Design band_mixer, sky130hd; sources not shown.
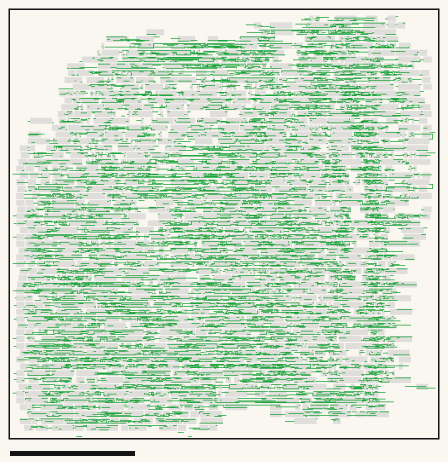
Figure 1: metal 1.
Bar = 50 um.
wire length on this layer: 16600 um
longest straight run: 51.5 um
main direction: horizontal
share of all routed wire: 37%
vias: 14.3k
final WL: 45000 um
met1 Usage GRT: 39.8%

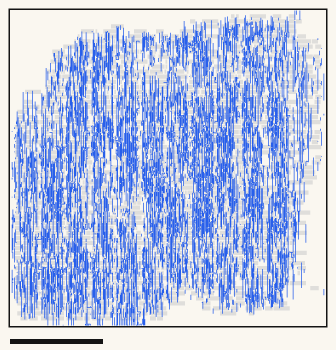
Figure 2: metal 2.
Bar = 50 um.
longest straight run: 47.9 um
nets with wire on the layer: 2209
share of all routed wire: 51%
main direction: vertical
GRT met2 Usage: 58.3%

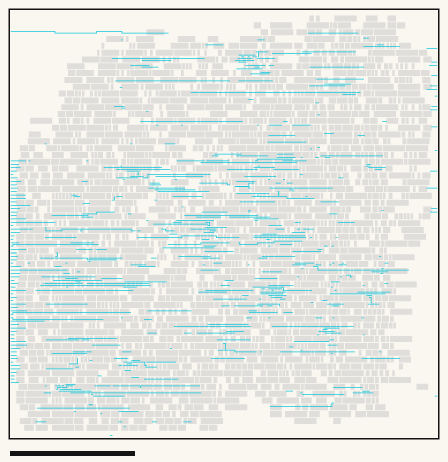
Figure 3: met3 routing.
Bar = 50 um.
wire length on this layer: 3330 um
share of all routed wire: 7.4%
nets with wire on the layer: 287
main direction: horizontal
M3 GR Usage: 5.99%

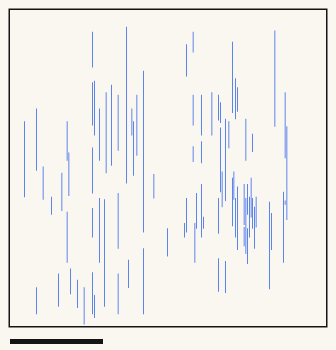
Figure 4: met4 routing.
Bar = 50 um.
wire length on this layer: 2070 um
main direction: vertical
nets with wire on the layer: 75

==> results.sh <==
# source this file to load flow results
export IMPL_first_global_vias=15668
export IMPL_fp_util_pct=68.6
export IMPL_fin_crit_sh_pct=39.7
export IMPL_hpwl_um=34400
export IMPL_xor_area_share_pct=3.11
export IMPL_simple_gate_area_share_pct=13.1
export IMPL_h_tree_depth=2
export IMPL_cts_tree="yes"
export IMPL_synthArstFlopShare_pct=100
export IMPL_drive_gt1_share_pct=6.70
export IMPL_cp_required_ns=18.06
export IMPL_tightest_slew_ns=1.31
export IMPL_rsz0062_at_grt="false"
export IMPL_crit_arrival_ns=7.32
export IMPL_topCellsByArea="fa_1, dfrtp_1, ha_1, inv_1, nand2_1"
export IMPL_regToRegSetupSlack_ns=10.74
export IMPL_fmax_ghz=0.142
export IMPL_viasPerCell=5.86
export IMPL_cts_setup_buffers=0
export IMPL_chipHeight_um=171
export IMPL_hold_buffers=0
export IMPL_worst_slack_ns=10.74
export IMPL_syn_area_um2=18900
export IMPL_core_um2=27600
export IMPL_area_growth_pct=11.7
export IMPL_row_count=61
export IMPL_slew_headroom_pct=12.6
export IMPL_setup_tns_ns=0
export IMPL_hold_viol_final=0
export IMPL_place_inst=2378
export IMPL_root_buffer="clkbuf_8"
export IMPL_outcome="finished, final reports clean"
export IMPL_crit_top_cell="fa_1"
export IMPL_worstPathCellList="and2_1, fa_1, inv_1, fa_1, inv_1, fa_1, inv_1, fa_1, fa_1, fa_1, inv_1, ha_1, nand3_1, a2111oi_0, o2111ai_1, a21oi_1, nor2_1, a21oi_1, a21oi_1, o21bai_1, xor2_1"
export IMPL_adder_share_pct=35.5
export IMPL_ant_nets=0
export IMPL_min_path_cells=2
export IMPL_worstSkewPairLatency_ns=0.55
export IMPL_mux_share_pct=2.97
export IMPL_topCombFamilyByArea="adder cells"
export IMPL_globalplace_congestion=0.968
export IMPL_grtUsageTotal_pct=33.2
export IMPL_setup_viol=0
export IMPL_largest_register_ffs=34
export IMPL_antenna_found_initial=0
export IMPL_wl_per_cell_um=18.4
export IMPL_worstRegToRegCells=21
export IMPL_fp_dieArea_um2=29100
export IMPL_cp_slowest_cell="dfrtp_1"
export IMPL_path_clk_slew_ns=0.06
export IMPL_yosys_warnings=0
export IMPL_diodes=0
export IMPL_hp_class="flop to flop"
export IMPL_syn_area_per_cell_um2=9.69
export IMPL_synth_seq_share_pct=26.9
export IMPL_largest_area_cell="fa_1"
export IMPL_fin_cells=2439
export IMPL_min_period_ns=7.06
export IMPL_top_usage_layer="met2"
export IMPL_drtIter0Drc=1192
export IMPL_portBuffers=119
export IMPL_synth_flops=203
export IMPL_cp_end_kind="flop"
export IMPL_critPathLaunchType="flop"
export IMPL_setup_worst_path_class="flop to flop"
export IMPL_cts_resized=0
export IMPL_die_width_um=171
export IMPL_grt_overflow_total=0
export IMPL_tool_warnings=26
export IMPL_grt_max_degree=75
export IMPL_pre_cts_slack_ns=10.92
export IMPL_cts_max_path_buffers=3
export IMPL_grt_pass1_wl_um=75600
export IMPL_synth_compound_area_share_pct=10.5
export IMPL_ys_area_um2=18900
export IMPL_cts_sinks=203
export IMPL_cap_violations=0
export IMPL_io_pin_count=120
export IMPL_cts_buffers=36
export IMPL_top_cell_area_share_pct=27.9
export IMPL_drc=0
export IMPL_final_nets=2517
export IMPL_cp_max_fo=17
final cells by class:
class	count	area, um^2
Sequential cell	203	5080
Multi-Input combinational cell	1345	12300
Timing Repair Buffer	128	1260
Inverter	324	1220
Clock inverter	6	61.3
Fill cell	1659	6440
Clock buffer	55	682
Tap cell	378	473
cell usage in the layout, fill, tap and decap left out, types with 7 or more instances in the layout:
cell / instances
and2_1: 127
nand2b_1: 10
o21bai_1: 8
xor2_1: 29
a22o_1: 39
o21ai_0: 82
a21o_1: 44
o21a_1: 7
nand2_1: 320
clkbuf_4: 12
nand3_1: 10
o21ai_1: 9
clkdlybuf4s50_1: 118
a21oi_1: 80
ha_1: 115
nor2_1: 36
fa_1: 263
clkbuf_8: 44
mux2_2: 48
dfrtp_1: 203
buf_4: 9
xnor2_1: 38
inv_1: 324
worst max-delay path: cells and delay by family (launching register included):
family | cells | cell delay (ns)
AND-OR/OR-AND | 6 | 1.80
XOR/XNOR | 1 | 0.17
adder cells (fa/ha/maj) | 7 | 3.43
buffers and inverters | 4 | 0.24
flip-flops | 1 | 0.58
AND/OR/NAND/NOR | 3 | 0.52
cells by family after synthesis:
family                     count (synthesis)
AOI/OAI and AO/OA                        309
xor gates and xnor gates                  67
muxes                                     50
and+or+nand+nor                          541
adders and majority gates                378
buffers and inverters                    401
DFF                                      203
through the flow:
stage | hold WS, ns | instance area, um^2
after floorplan | 0.235 | 18900
after global routing | 0.290 | 21100
after global placement | 0.244 | 20400
final | 0.262 | 21100
after detailed placement | 0.254 | 20400
after CTS | 0.269 | 21100
metal layers:
| metal | share of wire, % | wire length (um) |
|---|---|---|
| met5 | 0 | 0 |
| met4 | 4.6 | 2070 |
| met3 | 7.4 | 3330 |
| met2 | 51 | 23000 |
| met1 | 37 | 16600 |
